[src/rtl/rv_pipe_pkg.sv]
// Shared types and defaults for the RV32 pipeline front end: fetch entry
// layout, fetch FSM encoding and reset/NOP constants.
package rv_pipe_pkg;

    localparam int INSTR_W = 32;
    localparam int PC_W    = 32;

    localparam logic [INSTR_W-1:0] NOP_INSTR_DEF = 32'h0000_0013;
    localparam logic [PC_W-1:0]    RESET_PC_DEF  = 32'h0000_0000;

    typedef enum logic [1:0] {
        IDLE = 2'd0,
        WAIT = 2'd1,
        KILL = 2'd2
    } fetch_state_t;

    typedef struct packed {
        logic [INSTR_W-1:0] instr;
        logic [PC_W-1:0]    pc;
        logic [PC_W-1:0]    pc4;
    } fetch_entry_t;

    function automatic logic [PC_W-1:0] word_align(input logic [PC_W-1:0] addr);
        return {addr[PC_W-1:2], 2'b00};
    endfunction

endpackage

[src/rtl/fetch_stage_if.sv]
// Instruction-memory read port: single outstanding word read, in-order
// responses. The fetch stage is the master, the memory the slave.
interface fetch_stage_if;
    import rv_pipe_pkg::*;

    logic               imem_req;
    logic [PC_W-1:0]    imem_addr;
    logic               imem_rvalid;
    logic [INSTR_W-1:0] imem_rdata;

    modport master (
        output imem_req,
        output imem_addr,
        input  imem_rvalid,
        input  imem_rdata
    );

    modport slave (
        input  imem_req,
        input  imem_addr,
        output imem_rvalid,
        output imem_rdata
    );

endinterface

[src/rtl/fetch_queue.sv]
// Two-entry FIFO of fetch entries with flush. Head is read straight from
// the slot array; callers qualify it with count.
module fetch_queue
    import rv_pipe_pkg::*;
(
    input  logic         clk,
    input  logic         reset,
    input  logic         push,
    input  logic         pop,
    input  logic         flush,
    input  fetch_entry_t din,
    output fetch_entry_t head,
    output logic [1:0]   count
);

    fetch_entry_t slot [2];
    logic         rd_ptr;
    logic         wr_ptr;
    logic         push_ok;
    logic         pop_ok;

    // A push into a full queue is only legal when the head leaves the same cycle.
    assign pop_ok  = pop & (count != 2'd0);
    assign push_ok = push & ((count != 2'd2) | pop_ok);

    always_ff @(posedge clk or negedge reset) begin
        if (!reset) begin
            rd_ptr <= 1'b0;
            wr_ptr <= 1'b0;
            count  <= 2'd0;
        end else if (flush) begin
            rd_ptr <= 1'b0;
            wr_ptr <= 1'b0;
            count  <= 2'd0;
        end else begin
            if (push_ok) wr_ptr <= ~wr_ptr;
            if (pop_ok)  rd_ptr <= ~rd_ptr;
            count <= count + 2'(push_ok) - 2'(pop_ok);
        end
    end

    always_ff @(posedge clk) begin
        if (push_ok && !flush) slot[wr_ptr] <= din;
    end

    assign head = slot[rd_ptr];

endmodule

[src/rtl/fetch_stage.sv]
// IF stage: owns the PC, issues one word read at a time to instruction
// memory, buffers up to two returned words and presents the head to IF/ID.
module fetch_stage
    import rv_pipe_pkg::*;
#(
    parameter logic [PC_W-1:0]    RESET_PC  = RESET_PC_DEF,
    parameter logic [INSTR_W-1:0] NOP_INSTR = NOP_INSTR_DEF
) (
    input  logic               clk,
    input  logic               reset,
    input  logic               stall,
    input  logic               branch_taken,
    input  logic [PC_W-1:0]    branch_target,
    fetch_stage_if.master      imem,
    output logic               fetch_valid,
    output logic [INSTR_W-1:0] instructionOUT,
    output logic [PC_W-1:0]    pcOUT,
    output logic [PC_W-1:0]    pcPlus4OUT
);

    fetch_state_t    state;
    logic [PC_W-1:0] pc;
    logic [PC_W-1:0] inflight_pc;
    logic            fill;
    logic            consume;
    logic            out_after;
    logic            issue;
    logic [1:0]      q_count;
    logic [2:0]      cnt_next;
    fetch_entry_t    push_entry;
    fetch_entry_t    head;

    assign fetch_valid = (q_count != 2'd0);
    assign fill        = (state == WAIT) & imem.imem_rvalid & ~branch_taken;
    assign consume     = fetch_valid & ~stall;
    assign cnt_next    = {1'b0, q_count} + 3'(fill) - 3'(consume);
    assign out_after   = (state != IDLE) & ~imem.imem_rvalid;

    // Issue only when the word is guaranteed a slot; reset gates the request
    // so the memory sees nothing while the stage is held in reset.
    assign issue = reset & ~branch_taken & (state != KILL) & ~out_after &
                   (cnt_next < 3'd2);

    assign imem.imem_req  = issue;
    assign imem.imem_addr = pc;

    assign push_entry = '{instr: imem.imem_rdata,
                          pc:    inflight_pc,
                          pc4:   inflight_pc + 32'd4};

    always_ff @(posedge clk or negedge reset) begin
        if (!reset) begin
            state <= IDLE;
            pc    <= RESET_PC;
        end else if (branch_taken) begin
            pc    <= word_align(branch_target);
            state <= ((state != IDLE) && !imem.imem_rvalid) ? KILL : IDLE;
        end else if (issue) begin
            pc    <= pc + 32'd4;
            state <= WAIT;
        end else if (imem.imem_rvalid && (state != IDLE)) begin
            state <= IDLE;
        end
    end

    always_ff @(posedge clk) begin
        if (issue) inflight_pc <= pc;
    end

    fetch_queue u_queue (
        .clk   (clk),
        .reset (reset),
        .push  (fill),
        .pop   (consume),
        .flush (branch_taken),
        .din   (push_entry),
        .head  (head),
        .count (q_count)
    );

    // Empty queue presents a bubble rather than stale slot contents.
    assign instructionOUT = fetch_valid ? head.instr : NOP_INSTR;
    assign pcOUT          = fetch_valid ? head.pc    : '0;
    assign pcPlus4OUT     = fetch_valid ? head.pc4   : '0;

endmodule

[src/flat_wrapper.sv]
// flat-port wrapper written by rule: the top's interface ports become plain ports
module fetch_stage_flat import rv_pipe_pkg::*;
#(
    parameter logic [PC_W-1:0]    RESET_PC  = RESET_PC_DEF,
    parameter logic [INSTR_W-1:0] NOP_INSTR = NOP_INSTR_DEF
)
  (clk, reset, stall, branch_taken, branch_target, fetch_valid, instructionOUT, pcOUT, pcPlus4OUT, imem_imem_req, imem_imem_addr, imem_imem_rvalid, imem_imem_rdata);
  fetch_stage_if imem_i ();
  input  logic clk;
  input  logic reset;
  input  logic stall;
  input  logic branch_taken;
  input  logic [PC_W-1:0] branch_target;
  output logic fetch_valid;
  output logic [INSTR_W-1:0] instructionOUT;
  output logic [PC_W-1:0] pcOUT;
  output logic [PC_W-1:0] pcPlus4OUT;
  output wire logic [$bits(imem_i.imem_req)-1:0] imem_imem_req;
  output wire logic [$bits(imem_i.imem_addr)-1:0] imem_imem_addr;
  input wire logic [$bits(imem_i.imem_rvalid)-1:0] imem_imem_rvalid;
  input wire logic [$bits(imem_i.imem_rdata)-1:0] imem_imem_rdata;
  assign imem_imem_req = imem_i.imem_req;
  assign imem_imem_addr = imem_i.imem_addr;
  assign imem_i.imem_rvalid = imem_imem_rvalid;
  assign imem_i.imem_rdata = imem_imem_rdata;
  fetch_stage #(.RESET_PC(RESET_PC), .NOP_INSTR(NOP_INSTR)) u_core (.clk(clk), .reset(reset), .stall(stall), .branch_taken(branch_taken), .branch_target(branch_target), .imem(imem_i), .fetch_valid(fetch_valid), .instructionOUT(instructionOUT), .pcOUT(pcOUT), .pcPlus4OUT(pcPlus4OUT));
endmodule
[config.mk]
export PLATFORM = sky130hd
export DESIGN_NAME = fetch_stage_flat
export DESIGN_NICKNAME = d
export VERILOG_FILES = /design/src/rtl/rv_pipe_pkg.sv /design/src/rtl/fetch_stage_if.sv /design/src/rtl/fetch_queue.sv /design/src/rtl/fetch_stage.sv /design/src/flat_wrapper.sv
export SDC_FILE = /design/constraint.sdc
export NUM_CORES = 1
export LEC_CHECK = 0
export CAP_MARGIN = 10
export CORE_ASPECT_RATIO = 0.8
export CORE_MARGIN = 1.5
export CORE_UTILIZATION = 37
export DETAILED_ROUTE_END_ITERATION = 6
export HOLD_SLACK_MARGIN = 0.03
export PLACE_DENSITY = 0.61
export SYNTH_ARGS = -nofsm -noshare
export SYNTH_HDL_FRONTEND = slang
export SYNTH_SLANG_ARGS = --single-unit
[constraint.sdc]
create_clock -name clk -period 6.9 [get_ports clk]
set_input_delay 2.07 -clock clk [delete_from_list [all_inputs] [get_ports clk]]
set_output_delay 2.07 -clock clk [all_outputs]
set_load 0.05 [all_outputs]
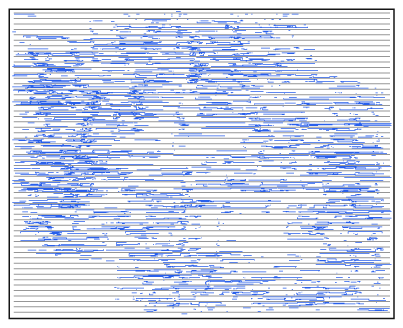
**Above:** run 1 (met1 routing).
(2 px per µm) Supply wires on this layer in gray.
- main direction: horizontal
- wire length on this layer: 11400 µm

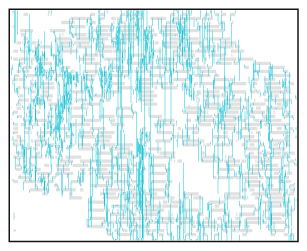
**Above:** run 1 (metal 2).
(1.5 px per µm) Cells faint in the background.
- wire length on this layer: 10200 µm
- main direction: vertical
- share of all routed wire: 44%

==> run_results.csv, run 1 <==
group,metric,value,unit
run_status,outcome,"complete, no violations",
logic_synthesis,area_leaders,"edfxtp_1 61%, mux2i_1 8.9%, dfrtp_1 8.6%",
clock_tree,postCtsSetupBuffers,0,
pwr,p_leak,4.537,nW
logic_synthesis,ys_warn_count,0,
critical_path,critPathLaunchType,"input port",
drt,first_pass_iters,7,
sta,finalCritPeriodShare,94.41,%
logic_synthesis,ff_type,"edfxtp_1",
cells_and_area,antenna_cells,0,
pwr,power_density,361.1,nW/µm²
clock_tree,cts_hold_buf,0,
place,place_congestion,0.8273,
sta,setup_tns,0,ns
critical_path,critical_path_class,"input port to primary output",
clock_tree,clock_latency,0.53,ns
critical_path,path_max_fanout,4,
clock_tree,clkTransAtPathRegs,0.06,ns
clock_tree,cts_buffers,27,
min_path,hp-class,"flop to flop",
cells_and_area,final_common_cell,"edfxtp_1",
grt,grt_max_degree,91,
logic_synthesis,synth_cells,750,
critical_path,critical_path.startpoint,"imem_imem_rvalid",
logic_synthesis,synth_area,10530,µm²
critical_path,crit_path_end,"imem_imem_req",
logic_synthesis,synth_seq_share,69.61,%
logic_synthesis,ys_sh_xor,3.994,%
critical_path,r2r_end,"u_core.imem.imem_addr[25]",
clock_tree,cts_resized,0,
clock_tree,clk_path_buf_depth,3,
grt,gr-total-overflow,0,
drt,drt-met1-wl,11410,µm
cells_and_area,fill_cells,2504,
logic_synthesis,ys_area,10530,µm²
sta,whs,0.5255,ns
cells_and_area,postLayoutCoreUtil,48.72,%
min_path,whs_endpoint,"u_core.state[1]",
logic_synthesis,yosys.area.top_type,"edfxtp_1",
sta,period_minus_slack,6.514,ns
critical_path,max_stage_delay,0.50,ns
die,core-area,28150,µm²
drt,drt_iter0_markers,396,
logic_synthesis,yosys-top-cells-count,"214 x edfxtp_1, 117 x nor2_1, 94 x mux2i_1",
logic_synthesis,ys_ff,250,
drt,wire_per_inst,17.54,µm
logic_synthesis,simple_gate_share,11.73,%
sta,finalMaxSlewViolations,0,
logic_synthesis,postSynth.asyncResetShare,14.40,%
logic_synthesis,edf_count,214,
critical_path,r2r_slack,3.17,ns
pwr,ir_worst_vdd,0.2002,mV
critical_path,r2r_cells,12,
critical_path,required,4.83,ns
critical_path,worst-endpoint-arrival,4.44,ns
cells_and_area,mostFrequentLayoutCells,"214 x edfxtp_1, 187 x clkdlybuf4s50_1, 114 x nor2_1, 94 x mux2i_1, 48 x nand2_1",
sta,clock_skew,0.01514,ns
logic_synthesis,ys_cells,750,
die,ios,199,
grt,track_usage,15.76,%
place,post-place-ws,0.3875,ns
drt,via_per_inst,4.876,
die,die-area,29470,µm²
sta,fmax,0.1535,GHz
logic_synthesis,yosys.area.top_type_share,61.06,%
cells_and_area,synthToLayoutAreaGrowth,30.28,%
drt,route.met3.wl,1482,µm
clock_tree,ctsHtreeMaxLevel,1,
sta,worst-slew-pin-transition,1.032,ns
critical_path,crit_path_end_kind,"primary output",
job,cap_violations,0,
drt,met2_length,10220,µm
place,io_buffers,190,
clock_tree,cts_tree,"done",
drt,drtAntennaViolNets,0,
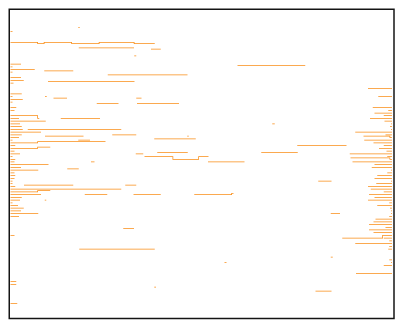
**Above:** run 1 (the metal 3 layer).
(2 px per µm)
- longest straight run: 55.0 µm
- wire length on this layer: 1480 µm
- nets with wire on the layer: 134
met3 track utilization from global routing: 3.447%
drt total wl: 23490 µm
Vias: 6529

==> run 1: stage by stage <==
stage	instances	power [W]	instance area (µm²)
after global routing	1339	0.005171	13710
final	1339	0.004951	13710
after floorplan	755	0.003087	10550
after detailed placement	1290	0.003629	12860
after CTS	1339	0.005015	13710
after global placement	1290	0.003617	12860
==> run 1: routing by layer <==
layer  GRT usage, %  up-vias
met5              0        -
met4          3.088        0
met3          3.447       24
met2          23.74      190
met1          23.45     3167
li1               -     3148
==> run 1: state kept, by name, indices dropped and copies added, names as in the netlist <==
signal                 count
u_core.imem.imem_addr     30
u_core.u_queue.count       2
u_core.u_queue.slot      184
u_core.u_queue.wr_ptr      1
u_core.state               2
u_core.u_queue.rd_ptr      1
u_core.inflight_pc        30
==> run 1: power breakdown <==
| group | internal, W | switching [W] | total [W] |
|---|---|---|---|
| sequential | 0.00188 | 0.000250 | 0.00213 |
| combinational | 0.000527 | 0.000923 | 0.00145 |
| clock | 0.000811 | 0.000560 | 0.00137 |
==> run 1: worst max-delay path: cells and delay by family <==
kind | cells | cell delay, ns
compound gates | 1 | 0.13
simple gates | 3 | 0.71
buf+inv | 3 | 0.76
fa+ha+maj | 2 | 0.78
==> run 1: layout make-up <==
| type | instances | area (µm²) | area share (%) |
|---|---|---|---|
| Clock buffer | 37 | 765.7 | 5.584 |
| Clock inverter | 12 | 86.33 | 0.6296 |
| Inverter | 10 | 37.54 | 0.2737 |
| Multi-Input combinational cell | 458 | 3024 | 22.05 |
| Sequential cell | 250 | 7331 | 53.46 |
| Tap cell | 370 | 462.9 | 3.376 |
| Timing Repair Buffer | 202 | 2004 | 14.62 |
--- run 2 (diff from run 1) ---
PLACE_DENSITY = not set   (was 0.61)
==> run_results.csv, run 2 <==
group,metric,value,unit
grt,globalRouteMet2Util,23.10,%
pwr,p_int,0.003255,W
grt,use_met3,3.812,%
pwr,ir_worst_vdd,0.2436,mV
pwr,combPwrFrac,29.0,%
logic_synthesis,ys_cells,750,
logic_synthesis,ys_area,10530,µm²
logic_synthesis,ys_types,49,
logic_synthesis,ys_warn_count,0,
cells_and_area,largest_reg_flops,184,
grt,grt_use_met1,23.56,%
drt,met2_length,9930,µm
pwr,total_power,0.004995,W
clock_tree,ctsHtreeMaxLevel,1,
cells_and_area,mostFrequentLayoutCells,"214 x edfxtp_1, 188 x clkdlybuf4s50_1, 114 x nor2_1, 94 x mux2i_1, 48 x nand2_1",
sta,setup_tns,0,ns
cells_and_area,synthToLayoutAreaGrowth,30.43,%
die,core-area,28150,µm²
logic_synthesis,yosysMostFrequentCell,"edfxtp_1",
pwr,pwr-share-seq,42.7,%
drt,drtAntennaViolNets,0,
cells_and_area,antenna_cells,0,
drt,drt_iter0_markers,365,
sta,clock_skew,0.01040,ns
min_path,hp-class,"flop to flop",
critical_path,cp_slowest_cell,"fa_1",
cells_and_area,final_common_cell,"edfxtp_1",
critical_path,max_stage_delay,0.49,ns
place,io_buffers,190,
sta,worst-slew-pin-transition,1.035,ns
grt,grt_pass1_vias,6298,
pwr,clockPowerShare,28.2,%
grt,grt_max_degree,93,
drt,via_per_inst,4.879,
grt,gr-total-overflow,0,
die,ios,199,
cells_and_area,regMostFlops,"u_core.u_queue.slot",
clock_tree,clkTransAtPathRegs,0.06,ns
grt,busiest_layer,"met1",
sta,finalCritPeriodShare,95.26,%
logic_synthesis,yosys.area.top_type,"edfxtp_1",
pwr,swShare,34.84,%
drt,drt-met1-wl,11350,µm
clock_tree,cts_tree,"done",
sta,finalMaxSlewViolations,0,
sta,whs,0.5281,ns
pwr,seq_cell_power,0.00213,W
place,post-place-ws,0.3108,ns
logic_synthesis,ys_sh_xor,3.994,%
drt,wire_per_inst,17.61,µm
critical_path,worst-path-buf-inv,3,
pwr,p_comb,0.00145,W
drt,routed_wirelength,23540,µm
clock_tree,cts_hold_buf,0,
die,placementRows,55,
logic_synthesis,area_leaders,"edfxtp_1 61%, mux2i_1 8.9%, dfrtp_1 8.6%",
logic_synthesis,simple_gate_share,11.73,%
job,warning_count,28,
clock_tree,clk_path_buf_depth,3,
logic_synthesis,yosys-top-cells-count,"214 x edfxtp_1, 117 x nor2_1, 94 x mux2i_1",
logic_synthesis,ys_ff,250,
sta,fmax,0.1521,GHz
place,place_congestion,0.7978,
logic_synthesis,synth_area,10530,µm²
drt,drc,0,
clock_tree,cts_buffers,27,
logic_synthesis,postSynth.asyncResetShare,14.40,%
logic_synthesis,yosys.area.top_type_share,61.06,%
grt,track_usage,15.82,%
critical_path,critPathLaunchType,"input port",
critical_path,critical_path_class,"input port to primary output",
drt,first_pass_iters,6,
run_status,outcome,"complete, no violations",
logic_synthesis,ff_type,"edfxtp_1",
logic_synthesis,synth_seq_share,69.61,%
pwr,power_density,363.9,nW/µm²
drt,vias,6523,
logic_synthesis,edf_count,214,
job,cap_violations,0,
logic_synthesis,synth_cells,750,
critical_path,path_max_fanout,2,
clock_tree,postCtsSetupBuffers,0,
critical_path,worst-endpoint-arrival,4.50,ns
grt,antenna_found_initial,1,
clock_tree,cts_resized,0,
pwr,p_leak,4.541,nW
pwr,pg_clk,0.00141,W
critical_path,crit_path_end_kind,"primary output",
sta,period_minus_slack,6.573,ns
critical_path,crit_family,"simple AND/OR/NAND/NOR gates",
drt,route.met3.wl,1699,µm
critical_path,r2r_slack,3.17,ns
critical_path,required,4.83,ns
clock_tree,clock_latency,0.53,ns
-- run 2: cell counts after synthesis --
No cell type changed its count.
-- run 2: area by class of cell --
| class | count | area, µm² |
|---|---|---|
| Tap cell | 370 | 462.9 |
| Inverter | 10 | 37.54 |
| Multi-Input combinational cell | 458 | 3024 |
| Sequential cell | 250 | 7331 |
| Fill cell | 2495 | 14420 |
| Clock inverter | 14 | 140.1 |
| Timing Repair Buffer | 200 | 2007 |
| Clock buffer | 35 | 725.7 |
-- run 2: cells by family after synthesis --
group                    Yosys count
buffers and inverters             47
AND/OR/NAND/NOR                  257
AND-OR/OR-AND                     47
adder cells (fa/ha/maj)            6
XOR/XNOR                          48
flip-flops                       250
multiplexers                      94
other                              1
-- run 2: per-stage QoR --
| step | cell area (µm²) | cells | util (%) |
|---|---|---|---|
| 2_1_floorplan | 10550 | 755 | - |
| 3_3_place_gp | 12860 | 1288 | 45.70 |
| 3_5_place_dp | 12860 | 1288 | 45.70 |
| 4_1_cts | 13730 | 1337 | 48.78 |
| 5_1_grt | 13730 | 1337 | 48.78 |
| 6_report | 13730 | 1337 | 48.78 |
-- run 2: final timing paths --
path / end / cells after the start
max in group asynchronous: u_core.u_queue.rd_ptr / 2
max reg2reg: u_core.imem.imem_addr[25] / 12
min in group asynchronous: u_core.imem.imem_addr[22] / 2
min reg2reg: u_core.state[1] / 2
min: u_core.state[1] / 2
max: imem_imem_req / 10
-- run 2: worst register-to-register path, stage by stage, from the launching register on --
cell      delay [ns]
dfrtp_1         0.39
nand2b_1        0.08
or3b_1          0.40
ha_1            0.27
nand2b_1        0.15
fa_1            0.49
and3b_1         0.18
o211ai_2        0.10
inv_2           0.13
buf_4           0.57
nand4_1         0.27
o211ai_1        0.23
or3b_1          0.36
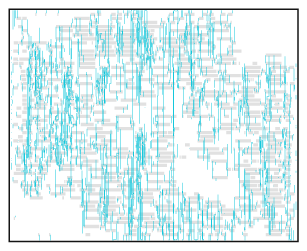
**Above:** run 2 (metal 2).
(1.5 px per µm) Cells faint in the background.
- main direction: vertical
- nets with wire on the layer: 823
- wire length on this layer: 9930 µm
- share of all routed wire: 42%
- longest straight run: 75.8 µm

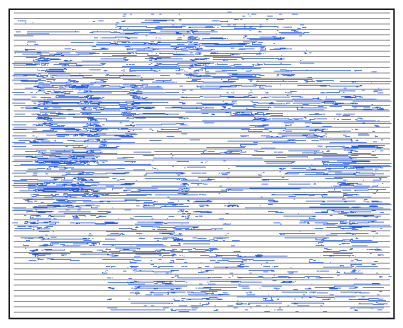
**Above:** run 2 (met1 routing).
(2 px per µm) Supply wires on this layer in gray.
- wire length on this layer: 11400 µm
- main direction: horizontal
- nets with wire on the layer: 908
- longest straight run: 77.7 µm
- share of all routed wire: 48%

Power is estimated from default activity; no workload was simulated.
